[config.mk]
export PLATFORM = sky130hd
export DESIGN_NAME = dff_pipe
export DESIGN_NICKNAME = d
export VERILOG_FILES = /design/src/rtl/dff_pipe.sv
export SDC_FILE = /design/constraint.sdc
export NUM_CORES = 1
export LEC_CHECK = 0
export CAP_MARGIN = 10
export CELL_PAD_IN_SITES_DETAIL_PLACEMENT = 0
export CELL_PAD_IN_SITES_GLOBAL_PLACEMENT = 2
export CORE_MARGIN = 1.5
export CORE_UTILIZATION = 35
export CTS_CLUSTER_DIAMETER = 200
export CTS_CLUSTER_SIZE = 16
export DETAILED_ROUTE_END_ITERATION = 8
export PLACE_DENSITY_LB_ADDON = 0.1
export SYNTH_ARGS = -nofsm -noshare
export SYNTH_HDL_FRONTEND = slang
export SYNTH_SLANG_ARGS = --single-unit
[constraint.sdc]
create_clock -name clk -period 3.1 [get_ports clk]
set_input_delay 0.775 -clock clk [delete_from_list [all_inputs] [get_ports clk]]
set_output_delay 0.775 -clock clk [all_outputs]
set_load 0.01 [all_outputs]
[src/rtl/dff_pipe.sv]
// dff_pipe: DEPTH-stage, WIDTH-bit valid/ready register pipeline with bubble collapse,
// synchronous flush and a registered occupancy count.
module dff_pipe #(
    parameter int WIDTH = 8,
    parameter int DEPTH = 3,
    parameter logic [WIDTH-1:0] RESET_VAL = '0
) (
    input  logic                       clk,
    input  logic                       rst,
    input  logic                       flush,
    input  logic                       in_valid,
    output logic                       in_ready,
    input  logic [WIDTH-1:0]           in_data,
    output logic                       out_valid,
    input  logic                       out_ready,
    output logic [WIDTH-1:0]           out_data,
    output logic [$clog2(DEPTH+1)-1:0] occupancy
);
    localparam int OW = $clog2(DEPTH+1);

    logic [DEPTH-1:0] valid, rdy, prev_valid, next_valid;
    logic [WIDTH-1:0] data [DEPTH];
    logic [WIDTH-1:0] prev_data [DEPTH];
    logic [OW-1:0]    next_occ;

    // A stage is ready when it or any stage downstream of it is empty, or the sink accepts.
    always_comb begin
        rdy = '0;
        for (int i = 0; i < DEPTH; i++) begin
            rdy[i] = out_ready;
            for (int j = i; j < DEPTH; j++) rdy[i] = rdy[i] | ~valid[j];
        end
    end

    always_comb begin
        prev_valid[0] = in_valid;
        prev_data[0]  = in_data;
        for (int i = 1; i < DEPTH; i++) begin
            prev_valid[i] = valid[i-1];
            prev_data[i]  = data[i-1];
        end
        next_valid = '0;
        next_occ   = '0;
        for (int i = 0; i < DEPTH; i++) begin
            next_valid[i] = rdy[i] ? prev_valid[i] : valid[i];
            next_occ      = next_occ + OW'(next_valid[i]);
        end
    end

    always_ff @(posedge clk or posedge rst) begin
        if (rst) begin
            valid     <= '0;
            occupancy <= '0;
            for (int i = 0; i < DEPTH; i++) data[i] <= RESET_VAL;
        end else if (flush) begin
            valid     <= '0;
            occupancy <= '0;
            for (int i = 0; i < DEPTH; i++) data[i] <= RESET_VAL;
        end else begin
            valid     <= next_valid;
            occupancy <= next_occ;
            for (int i = 0; i < DEPTH; i++)
                if (rdy[i] && prev_valid[i]) data[i] <= prev_data[i];
        end
    end

    assign in_ready  = rdy[0] && !flush && !rst;
    assign out_valid = valid[DEPTH-1];
    assign out_data  = data[DEPTH-1];
endmodule

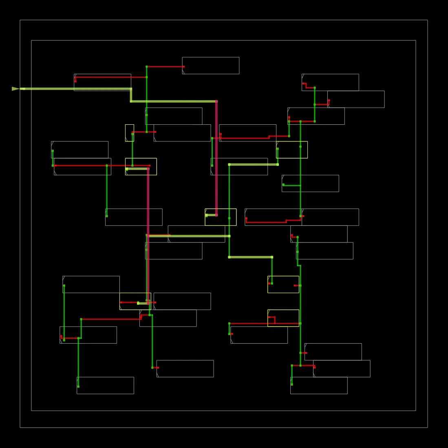
Fig. 1. Clock nets.
skew final: 0.00320 ns
Seq Cell Count: 29

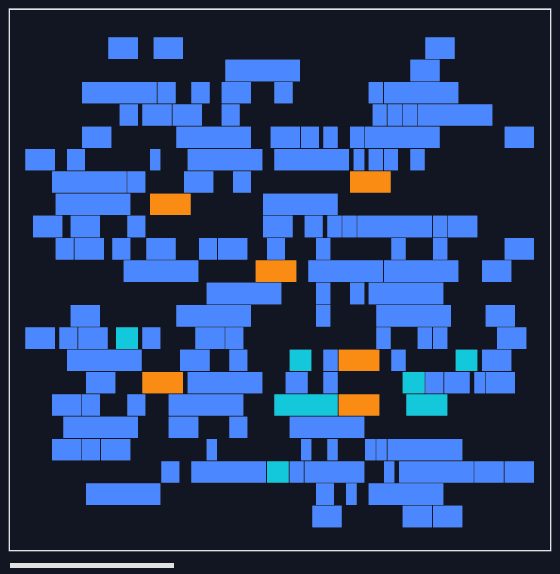
Fig. 2. Cells by drive strength.
Bar = 20 um.
Key: drive 1 or less = blue [cells 133, most used dfrtp_1]; drive 6 and up = orange [cells 6, most used clkbuf_8]; drive 3 to 4 = cyan [cells 7, most used buf_4]
final setup margin: 0.150 ns
fin area: 1700 um^2
Non-Clock Buffer Count: 29
synthesis-to-finish area growth: 23.2%

==> run notes <==
yosys + openroad results -> status=finished, final reports clean, IR Drop Worst-Case VDD=265 uV, min Tclk post-route=2.95 ns, Power, Total=780 uW, fmax=about 340 MHz, ClkCell Share=5.07%, share of cells above drive strength 1=8.90%, WP data arrival=2.17 ns, # nets final=160, Combinational Gates=just under 80, ys flop type=dfrtp_1, crit end category=primary output, largest net degree at the start of global routing=38, Reg2Reg Depth=5, DRC viols=0, list of most frequent post-synthesis cells=dfrtp_1 (29), nand2b_1 (25), mux2i_1 (16), placed cell count=187, Hold Crit Class=reg2reg, Via Count=just under 900, Fin Hold WS=approximately 0.53 ns, start of the worst register-to-register path=valid[2], post-detail-place hpwl=1620 um, Net Sw Frac=22.0%, Comb power frac=10.4%, H-tree levels=2, top cells, area=dfrtp_1 (52%), mux2i_1 (12%), nand2b_1 (11%), vias in the first global route=909, Comb/total area=31.8%, max cap viols=0, Post-synth EDFFs=0, Commonest Layout Cell=dfrtp_1, Syn Std Cell Area=1380 um^2, DRT Wirelength=2380 um, Synth area leader=dfrtp_1, Die Wd=about 66 um, TritonCTS Buffers=5, Core Box Area=about 3700 um^2, initial antenna violation count=0, Final Hold Fails=0, Area-dominant class=flip-flops and latches, Critical Path Start=out_ready, RSZ-0062 raised after global routing=no, Crit Path Class=in2out, sequential share of cell area=between 40 and 50%, hold path startpoint=data[8], most numerous logic cells after layout=dfrtp_1 (29), nand2b_1 (25), clkdlybuf4s50_1 (24), Logic inverters=3, Synth warnings=0, setup TNS=0 ns, headroom to the max-slew limit=a little under three quarters, Mapped Nets=140, Late-Pin Clk Latency=0.27 ns, TAP cells=48, Top-area cell share=52.5%, period utilisation layout=a little over nine tenths, Post-CTS Setup Bufs=0, first-pass GRT wire length=4300 um, Reg2Reg Capture Point=occupancy[0], Reg clk slew, reported paths=~0.06 ns, sequential power share=50.8%, hold path cells=2, CLK BUF=7, yosys synthesis chip area=~1400 um^2, Clk pwr share=38.7%, Most flops, register=data, Avg Cell Area, Syn=around 11 um^2, Distinct cells, synth=18, flop-to-flop setup slack=1.52 ns, routability-driven placement congestion ratio=about 0.7, Tool Warnings=26, Synth Register Bits=29, top power group=sequential cells, starting density of the core=37.2%, switching pwr=172 uW, Initial DRC Count=roughly 40, ys async rst share=100%, register area=726 um^2, most numerous cell in the Yosys netlist=dfrtp_1, Num Clock Sinks=29, Finish-stage setup viols=0, hold path endpoint=out_data[0], post-route ant nets=0, Area after DPL=about 1600 um^2, fillers=between 300 and 400, Slew @ Worst Pin=about 0.44 ns, site row count=22, Routed WL per cell=12.3 um, Die H=around 66 um, fin. max-slew vios=0, P_comb=81.3 uW, Clock Power=between 300 and 400 uW, NonClk Buf Share=16.3%, comb. cell area=542 um^2, Power Internal=approximately 610 uW, crit path capture=in_ready, Mapped Cells=126, Seq. pwr=397 uW, cts repair resizes=0, Leak=0.000731 uW, Seq share, synth=52.5%, Diodes inserted=0, CTS tree=yes, DR vias/cell=about 4.6, PwrDens=458 nW/um^2, Final Util=45.8%, grt ovf=0, max reg flops=16, CTS Hold Bufs=0, gr usage total=between 10% and 20%, IO Count=25, CTS max path bufs=2, first-pass iteration count of the detailed router=4, ys cells=about 130
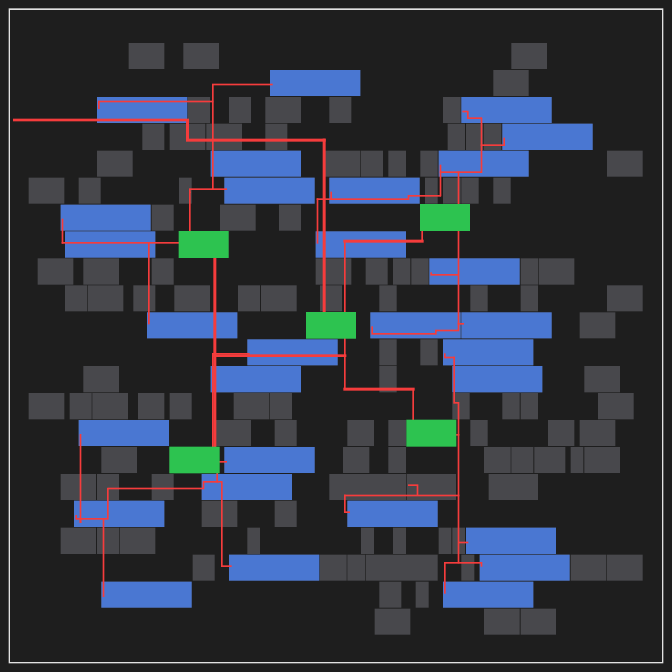
Fig. 3. Clock distribution.
Key: cells driving clock nets = green [count 5]; clock wires = red [length 374 um]; flip-flops = blue [count 29]
There are 6 routed clock nets.

## kinds of logic after synthesis
| kind of cell | after synthesis | share of synthesized area, % |
|---|---|---|
| AND-OR/OR-AND | 21 | 9.32 |
| AND/OR/NAND/NOR | 40 | 16.8 |
| multiplexers | 16 | 11.6 |
| adder cells (fa/ha/maj) | 1 | 1.45 |
| flip-flops | 29 | 52.5 |
| buffers and inverters | 19 | 8.33 |
## worst max-delay path: stages
cell	delay, ns
clkdlybuf4s50_1	0.52
nor2b_4	0.05
a311oi_1	0.25
clkdlybuf4s50_1	0.57
## metal layers
metal | wire length (um) | vias to the layer above | track usage [%]
met2 | 999 | 27 | 19.1
met5 | 0 | - | 0
li1 | - | 450 | -
met1 | 1200 | 409 | 18.2
met4 | 40 | 0 | 5.47
met3 | 136 | 5 | 6.81
Power figures rest on the tool's default switching activity, not on a simulated workload.
